--- src/rtl/simple_cpu_pkg.sv ---
// Shared constants, opcodes, phase enum and instruction-field positions for
// the simple_cpu core and its phase generator.
package simple_cpu_pkg;

  localparam int DATA_W     = 8;
  localparam int NREGS      = 4;
  localparam int REG_W      = $clog2(NREGS);
  localparam int IMEM_DEPTH = 16;
  localparam int PC_W       = $clog2(IMEM_DEPTH);
  localparam int INSN_W     = 16;

  // Instruction field slice positions; imm8 overlaps the rs2 field.
  localparam int OP_MSB  = 15;
  localparam int OP_LSB  = 12;
  localparam int RD_MSB  = 11;
  localparam int RD_LSB  = 10;
  localparam int RS1_MSB = 9;
  localparam int RS1_LSB = 8;
  localparam int RS2_MSB = 7;
  localparam int RS2_LSB = 6;
  localparam int IMM_MSB = 7;
  localparam int IMM_LSB = 0;

  localparam logic [3:0] OP_NOP  = 4'h0;
  localparam logic [3:0] OP_ADD  = 4'h1;
  localparam logic [3:0] OP_SUB  = 4'h2;
  localparam logic [3:0] OP_AND  = 4'h3;
  localparam logic [3:0] OP_OR   = 4'h4;
  localparam logic [3:0] OP_XOR  = 4'h5;
  localparam logic [3:0] OP_LDI  = 4'h6;
  localparam logic [3:0] OP_MOV  = 4'h7;
  localparam logic [3:0] OP_JMP  = 4'h8;
  localparam logic [3:0] OP_BEQZ = 4'h9;
  localparam logic [3:0] OP_HALT = 4'hF;

  typedef enum logic [1:0] {
    PH_FETCH  = 2'd0,
    PH_DECODE = 2'd1,
    PH_EXEC   = 2'd2,
    PH_WB     = 2'd3
  } phase_e;

  // Opcodes ADD..MOV are exactly the ones that write rd in writeback.
  function automatic logic op_writes_rd(input logic [3:0] op);
    return (op >= OP_ADD) && (op <= OP_MOV);
  endfunction

endpackage

--- src/rtl/simple_cpu_phase_gen.sv ---
// Four-phase sequencer: FETCH -> DECODE -> EXEC -> WB -> FETCH.
// hold_i freezes the phase and suppresses every step strobe.
module simple_cpu_phase_gen
  import simple_cpu_pkg::*;
(
  input  logic   clk,
  input  logic   rst_n,
  input  logic   hold_i,
  output phase_e phase_o,
  output logic   step1_o,
  output logic   step2_o,
  output logic   step3_o,
  output logic   step4_o
);

  phase_e phase_q, phase_d;

  // State register.
  // NOTE: clocked blocks use non-blocking (<=) so every flop samples pre-edge values.
  always_ff @(posedge clk or negedge rst_n) begin
    if (!rst_n) phase_q <= PH_FETCH;
    else        phase_q <= phase_d;
  end

  // Next phase: advance every clock unless held.
  // NOTE: every combinational output gets a default first so no path infers a latch.
  always_comb begin
    phase_d = phase_q;
    if (!hold_i) begin
      unique case (phase_q)
        PH_FETCH:  phase_d = PH_DECODE;
        PH_DECODE: phase_d = PH_EXEC;
        PH_EXEC:   phase_d = PH_WB;
        PH_WB:     phase_d = PH_FETCH;
      endcase
    end
  end

  // One-hot step strobes, silenced while held.
  always_comb begin
    phase_o = phase_q;
    step1_o = 1'b0;
    step2_o = 1'b0;
    step3_o = 1'b0;
    step4_o = 1'b0;
    if (!hold_i) begin
      unique case (phase_q)
        PH_FETCH:  step1_o = 1'b1;
        PH_DECODE: step2_o = 1'b1;
        PH_EXEC:   step3_o = 1'b1;
        PH_WB:     step4_o = 1'b1;
      endcase
    end
  end

endmodule

--- src/rtl/simple_cpu.sv ---
// simple_cpu: 4-phase multicycle CPU, 4 x 8-bit registers, 16-word imem.
// Optional feature macro: SIMPLE_CPU_BRANCH_EN enables opcode 9 (BEQZ);
// without it opcode 9 retires as a NOP.
module simple_cpu
  import simple_cpu_pkg::*;
(
  input  logic              clk,
  input  logic              rst_n,
  input  logic              imem_we,
  input  logic [PC_W-1:0]   imem_addr,
  input  logic [INSN_W-1:0] imem_wdata,
  input  logic [REG_W-1:0]  dbg_sel,
  output logic [DATA_W-1:0] dbg_data,
  output logic [PC_W-1:0]   pc,
  output logic [1:0]        phase,
  output logic [DATA_W-1:0] out,
  output logic              halted
);

  logic [INSN_W-1:0] imem_q [IMEM_DEPTH];
  logic [INSN_W-1:0] ir_q;
  logic [DATA_W-1:0] a_q, b_q;
  logic [DATA_W-1:0] out_q, out_d;
  logic [DATA_W-1:0] regs_q [NREGS];
  logic [PC_W-1:0]   pc_q, pc_d;
  logic              halted_q, halted_d;

  phase_e phase_w;
  logic   step_fetch, step_decode, step_exec, step_wb;

  logic [3:0]        op;
  logic [REG_W-1:0]  rd, rs1, rs2;
  logic [DATA_W-1:0] imm;

  assign op  = ir_q[OP_MSB:OP_LSB];
  assign rd  = ir_q[RD_MSB:RD_LSB];
  assign rs1 = ir_q[RS1_MSB:RS1_LSB];
  assign rs2 = ir_q[RS2_MSB:RS2_LSB];
  assign imm = ir_q[IMM_MSB:IMM_LSB];

  simple_cpu_phase_gen u_phase_gen (
    .clk     (clk),
    .rst_n   (rst_n),
    .hold_i  (halted_q),
    .phase_o (phase_w),
    .step1_o (step_fetch),
    .step2_o (step_decode),
    .step3_o (step_exec),
    .step4_o (step_wb)
  );

  // Host-loaded instruction store; a same-cycle fetch sees the old word.
  // NOTE: no reset on the memory array: contents belong to the host and must survive rst_n.
  always_ff @(posedge clk) begin
    if (imem_we) imem_q[imem_addr] <= imem_wdata;
  end

  // EXEC result: ALU ops, LDI and MOV update out; everything else keeps it.
  always_comb begin
    out_d = out_q;
    case (op)
      OP_ADD:  out_d = a_q + b_q;
      OP_SUB:  out_d = a_q - b_q;
      OP_AND:  out_d = a_q & b_q;
      OP_OR:   out_d = a_q | b_q;
      OP_XOR:  out_d = a_q ^ b_q;
      OP_LDI:  out_d = imm;
      OP_MOV:  out_d = a_q;
      default: out_d = out_q;
    endcase
  end

  // WB control flow: sequential pc, jumps, optional branch, and halt.
  always_comb begin
    pc_d     = pc_q + 1'b1;
    halted_d = halted_q;
    case (op)
      OP_NOP:  pc_d = pc_q + 1'b1;
      OP_JMP:  pc_d = imm[PC_W-1:0];
`ifdef SIMPLE_CPU_BRANCH_EN
      OP_BEQZ: if (a_q == '0) pc_d = imm[PC_W-1:0];
`else
      OP_BEQZ: pc_d = pc_q + 1'b1;
`endif
      OP_HALT: begin
        pc_d     = pc_q;
        halted_d = 1'b1;
      end
      default: pc_d = pc_q + 1'b1;
    endcase
  end

  // Per-phase datapath registers; operands are latched in DECODE so rd may alias rs1/rs2.
  always_ff @(posedge clk or negedge rst_n) begin
    if (!rst_n) begin
      ir_q     <= '0;
      a_q      <= '0;
      b_q      <= '0;
      out_q    <= '0;
      pc_q     <= '0;
      halted_q <= 1'b0;
    end else begin
      if (step_fetch) ir_q <= imem_q[pc_q];
      if (step_decode) begin
        a_q <= regs_q[rs1];
        b_q <= regs_q[rs2];
      end
      if (step_exec) out_q <= out_d;
      if (step_wb) begin
        pc_q     <= pc_d;
        halted_q <= halted_d;
      end
    end
  end

  // Register file: written only in WB, from the EXEC result held in out.
  always_ff @(posedge clk or negedge rst_n) begin
    if (!rst_n) begin
      for (int i = 0; i < NREGS; i++) regs_q[i] <= '0;
    end else if (step_wb && op_writes_rd(op)) begin
      regs_q[rd] <= out_q;
    end
  end

  assign dbg_data = regs_q[dbg_sel];
  assign pc       = pc_q;
  assign phase    = phase_w;
  assign out      = out_q;
  assign halted   = halted_q;

endmodule

--- config.mk ---
export PLATFORM = sky130hd
export DESIGN_NAME = simple_cpu
export DESIGN_NICKNAME = d
export VERILOG_FILES = /design/src/rtl/simple_cpu_pkg.sv /design/src/rtl/simple_cpu_phase_gen.sv /design/src/rtl/simple_cpu.sv
export SDC_FILE = /design/constraint.sdc
export NUM_CORES = 1
export LEC_CHECK = 0
export CORE_ASPECT_RATIO = 1.25
export CORE_MARGIN = 10
export CORE_UTILIZATION = 61
export DETAILED_ROUTE_END_ITERATION = 10
export GPL_ROUTABILITY_DRIVEN = 0
export PLACE_DENSITY = 0.85
export RECOVER_POWER = 25
export SKIP_CTS_REPAIR_TIMING = 1
export SYNTH_ARGS = -nofsm -noshare
export SYNTH_HDL_FRONTEND = slang
export SYNTH_SLANG_ARGS = --single-unit
--- constraint.sdc ---
create_clock -name clk -period 3.45 [get_ports clk]
set_input_delay 0.69 -clock clk [delete_from_list [all_inputs] [get_ports clk]]
set_output_delay 0.69 -clock clk [all_outputs]
set_load 0.01 [all_outputs]
**Run 1: wire density map**

Bar = 50 um. The die is cut into 32 by 38 equal tiles; dark purple is low, yellow is high, scaled to the fullest tile. Values are wire area over tile area, all layers added.
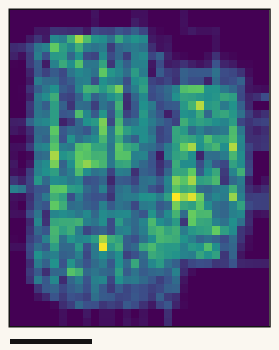
- nearly empty tiles: 22%
- fullest tile: 0.61
- mean over tiles: 0.17
- tiles over half the peak: 18%

**Run 1: placed cells, one colour a class**

Bar = 50 um.
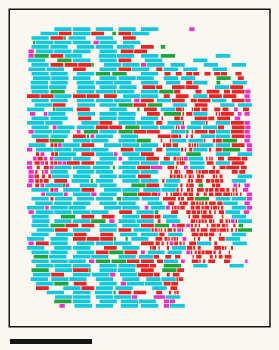
- combinational and other logic: red (cells 423; share of their area 29%)
- remaining buffers and delay cells: magenta (cells 90; share of their area 5.0%)
- sequential cells: cyan (cells 335; share of their area 60%)
- clock drivers and dummy loads: green (cells 58; share of their area 6.5%)

**Run 1: cell sizes after repair**

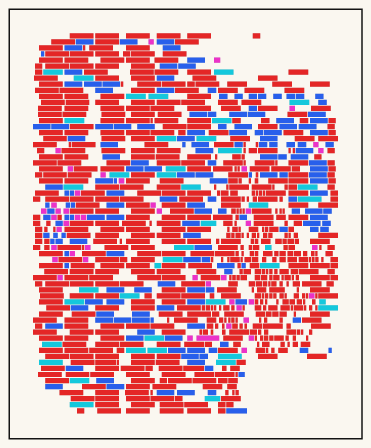
- _2 cells: blue (cells 173; share 19%; most used mux4_2)
- _6 and larger: cyan (cells 41; share 4.5%; most used clkbuf_16)
- _0 and _1 cells: red (cells 648; share 72%; most used edfxtp_1)
- _3 and _4 cells: magenta (cells 44; share 4.9%; most used buf_4)

==> impl_results.html, run 1 <==
<h2>Implementation results</h2>
<table>
<tr><th>Metric</th><th>Value</th></tr>
<tr><th colspan="2">Power and ir drop</th></tr>
<tr><td>Clock group power</td><td>3.50 mW</td></tr>
<tr><td>Power share of the sequential group</td><td>38.7%</td></tr>
<tr><td>Power spent charging and discharging nets</td><td>4.55 mW</td></tr>
<tr><td>Switching portion of total power</td><td>32.3%</td></tr>
<tr><td>Main power group</td><td>registers</td></tr>
<tr><td>P_leak</td><td>5.84 nW</td></tr>
<tr><th colspan="2">Global route</th></tr>
<tr><td>Pin count of the biggest net entering global routing</td><td>69</td></tr>
<tr><td>Global-route met1 utilization</td><td>27.8%</td></tr>
<tr><td>Met2 Use GR</td><td>37.2%</td></tr>
<tr><td>Vias in the first global route</td><td>8121</td></tr>
<tr><th colspan="2">Logic synthesis</th></tr>
<tr><td>Flops &amp; latches, synth</td><td>335</td></tr>
<tr><td>Net count after synthesis</td><td>857</td></tr>
<tr><td>Synthesis area per yosys</td><td>0.0145 mm2</td></tr>
<tr><td>Main area contributors</td><td>sky130_fd_sc_hd__edfxtp_1 (53%), sky130_fd_sc_hd__mux4_2 (16%), sky130_fd_sc_hd__dfrtp_1 (14%), sky130_fd_sc_hd__mux2_2 (3.3%), sky130_fd_sc_hd__ha_1 (2.6%)</td></tr>
<tr><td>Post-synthesis mux area share</td><td>20.7%</td></tr>
<tr><td>Dominant register cell</td><td>sky130_fd_sc_hd__edfxtp_1</td></tr>
<tr><td>Yosys cell count</td><td>801</td></tr>
<tr><th colspan="2">Finish</th></tr>
<tr><td>Footprint of the multi-input gates</td><td>0.00459 mm2</td></tr>
<tr><td>Largest registers in the final layout</td><td>imem_q x256, regs_q x32, ir_q x16</td></tr>
<tr><td>Register Area</td><td>0.00967 mm2</td></tr>
<tr><td>Count of antenna diodes in the layout</td><td>0</td></tr>
<tr><td>Layout cell share with drive strength beyond 1</td><td>28.5%</td></tr>
<tr><td>Multi-input gate share of total cell area</td><td>27.7%</td></tr>
<tr><td>Most frequent standard cell in the layout excluding fill and tap cells</td><td>sky130_fd_sc_hd__edfxtp_1</td></tr>
<tr><td>Most used cells in the layout excluding fill and tap cells</td><td>sky130_fd_sc_hd__edfxtp_1 (256), sky130_fd_sc_hd__mux4_2 (103), sky130_fd_sc_hd__dfrtp_1 (77), sky130_fd_sc_hd__mux2_2 (42)</td></tr>
<tr><th colspan="2">Place</th></tr>
<tr><td>Minimum setup slack after placement</td><td>0.393 ns</td></tr>
<tr><th colspan="2">Run</th></tr>
<tr><td>Max-capacitance violation count</td><td>1</td></tr>
<tr><th colspan="2">Final timing</th></tr>
<tr><td>Slew at the pin closest to its max-slew limit</td><td>1.49 ns</td></tr>
<tr><td>Final number of hold-violating endpoints</td><td>0</td></tr>
<tr><th colspan="2">Route</th></tr>
<tr><td>Starting DRC count in detailed routing</td><td>573</td></tr>
<tr><td>Antenna-violating nets left</td><td>0</td></tr>
<tr><td>Highest Signal Layer</td><td>met4</td></tr>
<tr><th colspan="2">Critical path</th></tr>
<tr><td>Series of cell instances along the critical path</td><td>clkdlybuf4s50_1 -&gt; buf_4 -&gt; mux4_2 -&gt; clkdlybuf4s50_1</td></tr>
<tr><td>Slowest CP cell</td><td>sky130_fd_sc_hd__mux4_2</td></tr>
<tr><td>Number of gates on the worst path with buffers counted</td><td>4</td></tr>
<tr><td>Kind of cell with the highest combined delay on the critical path</td><td>buffers and inverters</td></tr>
<tr><td>Worst setup path startpoint</td><td>dbg_sel[0]</td></tr>
<tr><td>Crit end category</td><td>output port</td></tr>
<tr><td>Crit path buffers/inverters</td><td>3</td></tr>
<tr><td>Worst reg2reg path startpoint</td><td>b_q[2]</td></tr>
<tr><th colspan="2">Run status</th></tr>
<tr><td>Outcome</td><td>finished with violations</td></tr>
<tr><td>Failing checks</td><td>capacitance limit</td></tr>
<tr><th colspan="2">Floorplan</th></tr>
<tr><td>Horizontal die size</td><td>158 um</td></tr>
<tr><td>Core box area</td><td>0.0236 mm2</td></tr>
<tr><td>Number of cell rows</td><td>63</td></tr>
</table>
-- run 1: synth_stat cells (4+ instances only) --
master                     instances
sky130_fd_sc_hd__o21ai_0          34
sky130_fd_sc_hd__nor3_1           11
sky130_fd_sc_hd__xnor2_1          10
sky130_fd_sc_hd__buf_1             9
sky130_fd_sc_hd__nand3_1           6
sky130_fd_sc_hd__buf_2             8
sky130_fd_sc_hd__ha_1             30
sky130_fd_sc_hd__nand2_1          37
sky130_fd_sc_hd__a21oi_1          11
sky130_fd_sc_hd__mux4_2          103
sky130_fd_sc_hd__nor2_1           30
sky130_fd_sc_hd__mux2i_1           7
sky130_fd_sc_hd__dfrtp_1          79
sky130_fd_sc_hd__nand3b_1          4
sky130_fd_sc_hd__nor2b_1           9
sky130_fd_sc_hd__clkbuf_1         22
sky130_fd_sc_hd__edfxtp_1        256
sky130_fd_sc_hd__mux2_1            8
sky130_fd_sc_hd__mux2_2           42
sky130_fd_sc_hd__a31oi_1           8
sky130_fd_sc_hd__nand2b_1          7
sky130_fd_sc_hd__inv_1            25
-- run 1: path summary, 6_finish.rpt --
kind	end	slack, ns
worst min-delay path	b_q[2]	0.50
worst max register to register	out[6]	0.86
max in group asynchronous	b_q[4]	1.71
worst min register to register	regs_q[15]	0.54
min in group clk	regs_q[15]	0.54
worst max-delay path	dbg_data[5]	0.40
-- run 1: worst reg2reg max path, stage by stage (launching register included) --
cell,delay [ns]
sky130_fd_sc_hd__dfrtp_1,0.42
sky130_fd_sc_hd__nor3_1,0.49
sky130_fd_sc_hd__a31oi_1,0.18
sky130_fd_sc_hd__xnor2_1,0.15
sky130_fd_sc_hd__ha_1,0.35
sky130_fd_sc_hd__nor2b_1,0.18
sky130_fd_sc_hd__a221oi_1,0.27
sky130_fd_sc_hd__nand3_1,0.11
sky130_fd_sc_hd__a221o_1,0.32
**Run 1: track usage over the die**

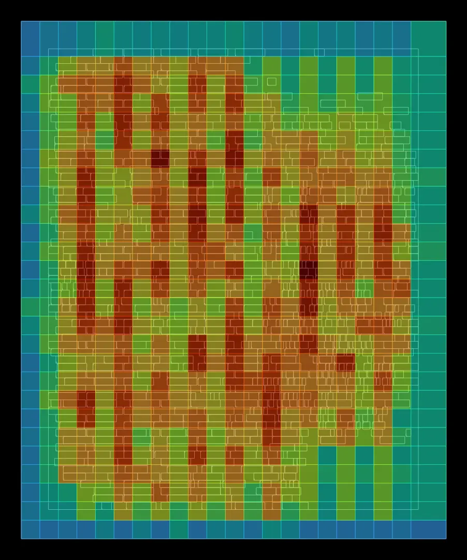

## Run 2: what changed since run 1
--- a/config.mk
+++ b/config.mk
@@ -7,12 +7,13 @@
 export LEC_CHECK = 0
 export CORE_ASPECT_RATIO = 1.25
 export CORE_MARGIN = 10
-export CORE_UTILIZATION = 61
+export CORE_UTILIZATION = 35
 export DETAILED_ROUTE_END_ITERATION = 10
 export GPL_ROUTABILITY_DRIVEN = 0
-export PLACE_DENSITY = 0.85
+export PLACE_DENSITY = 0.56
 export RECOVER_POWER = 25
 export SKIP_CTS_REPAIR_TIMING = 1
+export SKIP_LAST_GASP = 1
 export SYNTH_ARGS = -nofsm -noshare
 export SYNTH_HDL_FRONTEND = slang
 export SYNTH_SLANG_ARGS = --single-unit
**Run 2: track usage over the die**

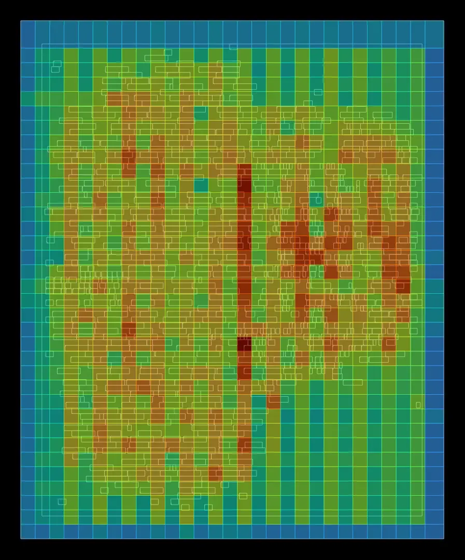
met3 track demand over resource in global routing: 2.31%
global-route met1 utilization: 17.3%
wire length per cell after detailed routing: 22.0 um
met2 Use GR: 21.7%

**Run 2: placed cells, one colour a class**

Bar = 50 um.
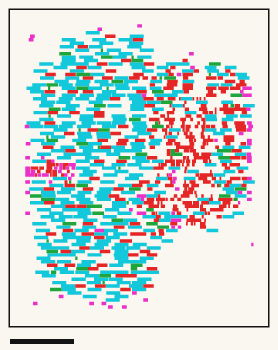
- clock drivers and dummy loads: green (cells 67; share of their area 7.3%)
- combinational and other logic: red (cells 423; share of their area 29%)
- sequential cells: cyan (cells 335; share of their area 59%)
- remaining buffers and delay cells: magenta (cells 82; share of their area 4.7%)

==> run 2 against run 1 <==
The run ends with capacitance limit, slew limit left. Total power rose by 2.6%. Fmax fell by 1.1%. Combinational power fell by 1%. First-iteration DRC count fell by 12%. Critical path type unchanged. Largest power group unchanged.
==> impl_results.html, run 2 <==
<h2>Implementation results</h2>
<table>
<tr><th>Metric</th><th>Value</th></tr>
<tr><th colspan="2">Logic synthesis</th></tr>
<tr><td>Flops &amp; latches, synth</td><td>335 (unchanged)</td></tr>
<tr><td>Dominant cell by count in the synthesized netlist</td><td>sky130_fd_sc_hd__edfxtp_1 (unchanged)</td></tr>
<tr><td>Yosys cell count</td><td>801 (unchanged)</td></tr>
<tr><td>Synthesis area per yosys</td><td>0.0145 mm2 (unchanged)</td></tr>
<tr><td>Post-synthesis mux area share</td><td>20.7% (unchanged)</td></tr>
<tr><th colspan="2">Run status</th></tr>
<tr><td>Outcome</td><td>finished with violations (unchanged)</td></tr>
<tr><td>Failing checks</td><td>capacitance limit, slew limit (was capacitance limit)</td></tr>
<tr><th colspan="2">Finish</th></tr>
<tr><td>Most used cells in the layout excluding fill and tap cells</td><td>sky130_fd_sc_hd__edfxtp_1 (256), sky130_fd_sc_hd__mux4_2 (103), sky130_fd_sc_hd__dfrtp_1 (77), sky130_fd_sc_hd__mux2_2 (42), sky130_fd_sc_hd__clkdlybuf4s50_1 (39) (was sky130_fd_sc_hd__edfxtp_1 (256), sky130_fd_sc_hd__mux4_2 (103), sky130_fd_sc_hd__dfrtp_1 (77), sky130_fd_sc_hd__mux2_2 (42))</td></tr>
<tr><td>Count of antenna diodes in the layout</td><td>0 (unchanged)</td></tr>
<tr><td>Layout cell share with drive strength beyond 1</td><td>28.4% (was 28.5%)</td></tr>
<tr><th colspan="2">Final timing</th></tr>
<tr><td>Slew at the pin closest to its max-slew limit</td><td>1.83 ns (was 1.49 ns)</td></tr>
<tr><td>Final number of hold-violating endpoints</td><td>0 (unchanged)</td></tr>
<tr><td>Final Max-Slew Violation Tally</td><td>69 (was 0)</td></tr>
<tr><th colspan="2">Floorplan</th></tr>
<tr><td>Number of cell rows</td><td>83 (was 63)</td></tr>
<tr><td>Horizontal die size</td><td>202 um (was 158 um)</td></tr>
<tr><th colspan="2">Run</th></tr>
<tr><td>Max-capacitance violation count</td><td>1 (unchanged)</td></tr>
<tr><th colspan="2">Critical path</th></tr>
<tr><td>Reg2reg end</td><td>out[6] (unchanged)</td></tr>
<tr><td>Last element of the critical path</td><td>dbg_data[3] (was dbg_data[5])</td></tr>
<tr><td>Worst setup path startpoint</td><td>dbg_sel[0] (unchanged)</td></tr>
<tr><th colspan="2">Power and ir drop</th></tr>
<tr><td>P_leak</td><td>5.89 nW (was 5.84 nW)</td></tr>
<tr><th colspan="2">Global route</th></tr>
<tr><td>Pin count of the biggest net entering global routing</td><td>69 (unchanged)</td></tr>
<tr><th colspan="2">Route</th></tr>
<tr><td>Antenna-violating nets left</td><td>0 (unchanged)</td></tr>
</table>
-- run 2: cell counts after synthesis --
Identical to the previous run, type by type.
-- run 2: worst min path at each step --
| stage | cells after the start | endpoint |
|---|---|---|
| after floorplan | 0 | a_q[0] |
| after global placement | 1 | ir_q[5] |
| after detailed placement | 1 | ir_q[5] |
| after CTS | 1 | ir_q[4] |
| after global routing | 1 | ir_q[5] |
| final | 1 | ir_q[5] |
-- run 2: where the power goes --
| group | total [mW] | switching [mW] | internal [mW] |
|---|---|---|---|
| clock | 3.88 | 1.60 | 2.29 |
| combinational | 5.11 | 2.39 | 2.72 |
| sequential | 5.49 | 0.670 | 4.82 |
| total | 14.5 | 4.66 | 9.82 |
-- run 2: layer usage --
metal | vias to the layer above | global-route usage, % | share of wire (%)
met5 | - | 0 | 0
met4 | 0 | 3.45 | 1.7
met3 | 42 | 2.31 | 4.1
met2 | 142 | 21.7 | 50
met1 | 3875 | 17.3 | 44
li1 | 3348 | - | -
-- run 2: area by class of cell --
cell class              instances  area (um2)  share of cell area [%]
clock buffers                  47         995                    5.85
clock inverters                20         201                    1.18
inverters                      25        93.8                   0.552
multi-input cells             398        4600                    27.0
flip-flops and latches        335        9670                    56.9
well taps                     552         691                    4.06
repair buffers                 82         762                    4.48
-- run 2: critical path, cell delays in order --
cell,delay [ns]
sky130_fd_sc_hd__clkdlybuf4s50_1,0.46
sky130_fd_sc_hd__buf_4,0.21
sky130_fd_sc_hd__mux4_2,0.51
sky130_fd_sc_hd__clkdlybuf4s50_1,0.52
**Run 2: I/O nets highlighted**

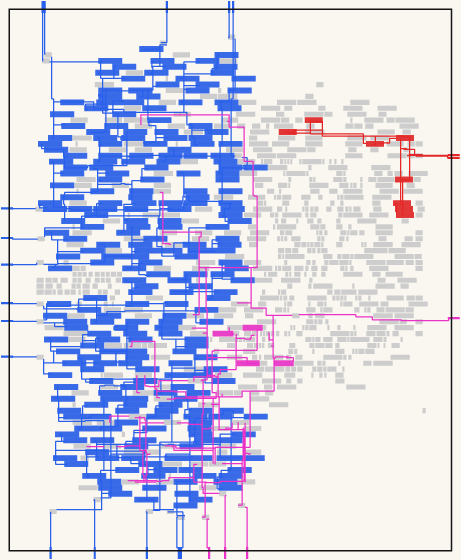

## Run 3: what changed since run 2
--- a/config.mk
+++ b/config.mk
@@ -6,7 +6,7 @@
 export NUM_CORES = 1
 export LEC_CHECK = 0
 export CORE_ASPECT_RATIO = 1.25
-export CORE_MARGIN = 10
+export CORE_MARGIN = 1
 export CORE_UTILIZATION = 35
 export DETAILED_ROUTE_END_ITERATION = 10
 export GPL_ROUTABILITY_DRIVEN = 0
**Run 3: I/O nets highlighted**

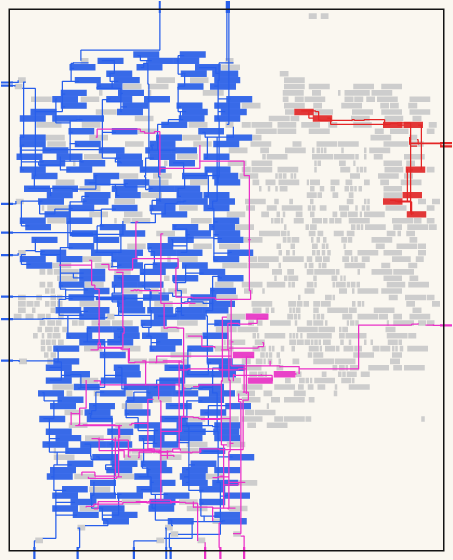
- imem_wdata: blue (bits 16; direction input; end cells 256; buffers 16; wire 2770 um)
- dbg_sel: red (bits 2; direction input; end cells 8; buffers 3; wire 221 um)
- pc: magenta (bits 4; direction output; end cells 4; buffers 6; wire 1820 um)

==> run 3 against run 2 <==
The flow still finishes with violations (capacitance limit, slew limit). Hold slack lost 0.0034 ns. Total power grew 0.66%. Sequential power barely moved. First-iteration DRC count shrank 23%. Clock power rose by 3%. Largest cell class unchanged. Highest routed layer is now met5.
==> impl_results.html, run 3 <==
<h2>Implementation results</h2>
<table>
<tr><th>Metric</th><th>Value</th></tr>
<tr><th colspan="2">Run status</th></tr>
<tr><td>Outcome</td><td>finished with violations (unchanged)</td></tr>
<tr><td>Failing checks</td><td>capacitance limit, slew limit (unchanged)</td></tr>
<tr><th colspan="2">Global route</th></tr>
<tr><td>Vias in the first global route</td><td>7928 (was 7882)</td></tr>
<tr><td>Pin count of the biggest net entering global routing</td><td>58 (was 69)</td></tr>
<tr><th colspan="2">Finish</th></tr>
<tr><td>Footprint of the multi-input gates</td><td>0.00460 mm2 (unchanged)</td></tr>
<tr><td>Layout cell share with drive strength beyond 1</td><td>28.9% (was 28.4%)</td></tr>
<tr><td>Largest registers in the final layout</td><td>imem_q x256, regs_q x32, ir_q x16 (unchanged)</td></tr>
<tr><td>Most frequent standard cell in the layout excluding fill and tap cells</td><td>sky130_fd_sc_hd__edfxtp_1 (unchanged)</td></tr>
<tr><th colspan="2">Critical path</th></tr>
<tr><td>Crit end category</td><td>output port (unchanged)</td></tr>
<tr><td>Worst reg2reg path startpoint</td><td>pc[0] (was b_q[2])</td></tr>
<tr><td>Largest stage delay on the critical path</td><td>0.54 ns (was 0.52 ns)</td></tr>
<tr><td>Reg2reg end</td><td>ir_q[8] (was out[6])</td></tr>
<tr><td>Series of cell instances along the critical path</td><td>clkdlybuf4s50_1 -&gt; buf_4 -&gt; mux4_2 -&gt; clkdlybuf4s50_1 (unchanged)</td></tr>
<tr><th colspan="2">Logic synthesis</th></tr>
<tr><td>Synthesis area per yosys</td><td>0.0145 mm2 (unchanged)</td></tr>
<tr><td>Dominant cell by count in the synthesized netlist</td><td>sky130_fd_sc_hd__edfxtp_1 (unchanged)</td></tr>
<tr><td>Flops &amp; latches, synth</td><td>335 (unchanged)</td></tr>
<tr><td>Main area contributors</td><td>sky130_fd_sc_hd__edfxtp_1 (53%), sky130_fd_sc_hd__mux4_2 (16%), sky130_fd_sc_hd__dfrtp_1 (14%), sky130_fd_sc_hd__mux2_2 (3.3%), sky130_fd_sc_hd__ha_1 (2.6%) (unchanged)</td></tr>
<tr><td>Net count after synthesis</td><td>857 (unchanged)</td></tr>
<tr><td>Yosys cell count</td><td>801 (unchanged)</td></tr>
<tr><td>Dominant register cell</td><td>sky130_fd_sc_hd__edfxtp_1 (unchanged)</td></tr>
<tr><th colspan="2">Power and ir drop</th></tr>
<tr><td>P_leak</td><td>5.92 nW (was 5.89 nW)</td></tr>
<tr><td>Proportion of power drawn by the clock network</td><td>27.5% (was 26.8%)</td></tr>
<tr><td>Internal power</td><td>9.97 mW (was 9.82 mW)</td></tr>
<tr><td>Power spent charging and discharging nets</td><td>4.61 mW (was 4.66 mW)</td></tr>
<tr><td>Combinational share of power</td><td>34.6% (was 35.3%)</td></tr>
<tr><th colspan="2">Run</th></tr>
<tr><td>Max-capacitance violation count</td><td>1 (unchanged)</td></tr>
<tr><th colspan="2">Route</th></tr>
<tr><td>Starting DRC count in detailed routing</td><td>391 (was 506)</td></tr>
<tr><td>Antenna-violating nets left</td><td>0 (unchanged)</td></tr>
<tr><td>Wire length per cell after detailed routing</td><td>21.9 um (was 22.0 um)</td></tr>
<tr><th colspan="2">Place</th></tr>
<tr><td>Minimum setup slack after placement</td><td>0.346 ns (was 0.345 ns)</td></tr>
<tr><th colspan="2">Floorplan</th></tr>
<tr><td>Core box area</td><td>0.0410 mm2 (unchanged)</td></tr>
<tr><td>Horizontal die size</td><td>184 um (was 202 um)</td></tr>
<tr><td>Number of cell rows</td><td>83 (unchanged)</td></tr>
<tr><th colspan="2">Final timing</th></tr>
<tr><td>Final Max-Slew Violation Tally</td><td>58 (was 69)</td></tr>
<tr><td>Slew at the pin closest to its max-slew limit</td><td>1.51 ns (was 1.83 ns)</td></tr>
<tr><th colspan="2">Min path</th></tr>
<tr><td>Hold endpoint</td><td>ir_q[5] (unchanged)</td></tr>
<tr><td>Hold Path Stages</td><td>1 (unchanged)</td></tr>
</table>
**Run 3: cell sizes after repair**

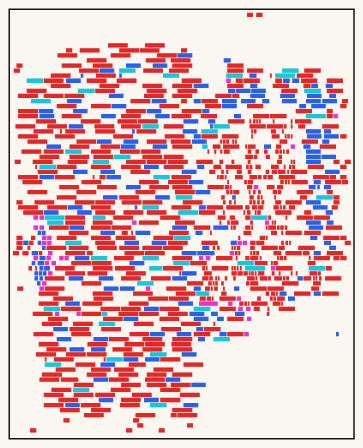
- _2 cells: blue (cells 175; share 19%; most used mux4_2)
- _0 and _1 cells: red (cells 646; share 71%; most used edfxtp_1)
- _3 and _4 cells: magenta (cells 40; share 4.4%; most used buf_4)
- _6 and larger: cyan (cells 48; share 5.3%; most used clkbuf_16)

## run 3: layout make-up
cell class / instances / share of cell area [%]
Sequential cell: 335 / 56.7
Clock buffer: 43 / 5.56
Clock inverter: 21 / 1.65
Tap cell: 552 / 4.05
Timing Repair Buffer: 87 / 4.59
Multi-Input combinational cell: 398 / 26.9
Inverter: 25 / 0.550
## run 3: routing by layer
layer  global-route usage, %  routed length [um]
met4                    5.21                 838
met3                    2.83                1280
met5                       0                  19
met2                    26.6               16100
met1                    20.6               13800
## run 3: worst max-delay path by stage
| stage | end | slack, ns | depth (start not counted) | startpoint |
|---|---|---|---|---|
| after floorplan | imem_q[0][0] | 0.70 | 2 | imem_addr[2] |
| after global placement | dbg_data[5] | 0.34 | 4 | dbg_sel[0] |
| after detailed placement | dbg_data[3] | 0.35 | 4 | dbg_sel[0] |
| after CTS | dbg_data[3] | 0.34 | 4 | dbg_sel[0] |
| after global routing | dbg_data[3] | 0.31 | 4 | dbg_sel[0] |
| final | dbg_data[3] | 0.38 | 4 | dbg_sel[0] |
## run 3: power by group through the flow
stage	Clock [mW]	Sequential [mW]	Combinational, mW
6_report	4.01	5.52	5.05
5_1_grt	4.29	5.63	5.54
3_5_place_dp	0	5.62	5.10
3_3_place_gp	0	5.62	5.06
4_1_cts	4.12	5.54	5.14
2_1_floorplan	0	5.21	3.97
## run 3: logic make-up (layout without fill, tap and decap cells)
logic type                 Yosys count  count (layout)  share of synthesized area [%]
DFF                                335             335                           66.6
xor gates and xnor gates            11              11                          0.663
AOI/OAI and AO/OA                   80              80                           3.43
and+or+nand+nor                    114             114                           3.76
muxes                              162             162                           20.7
adders and majority gates           31              31                           2.72
buffers and inverters               68             176                           2.18
## run 3: critical path, delay by kind of cell
kind                   cells  cell delay [ns]
buffers and inverters      3             1.15
muxes                      1             0.54
Power figures rest on the tool's default switching activity, not on a simulated workload.
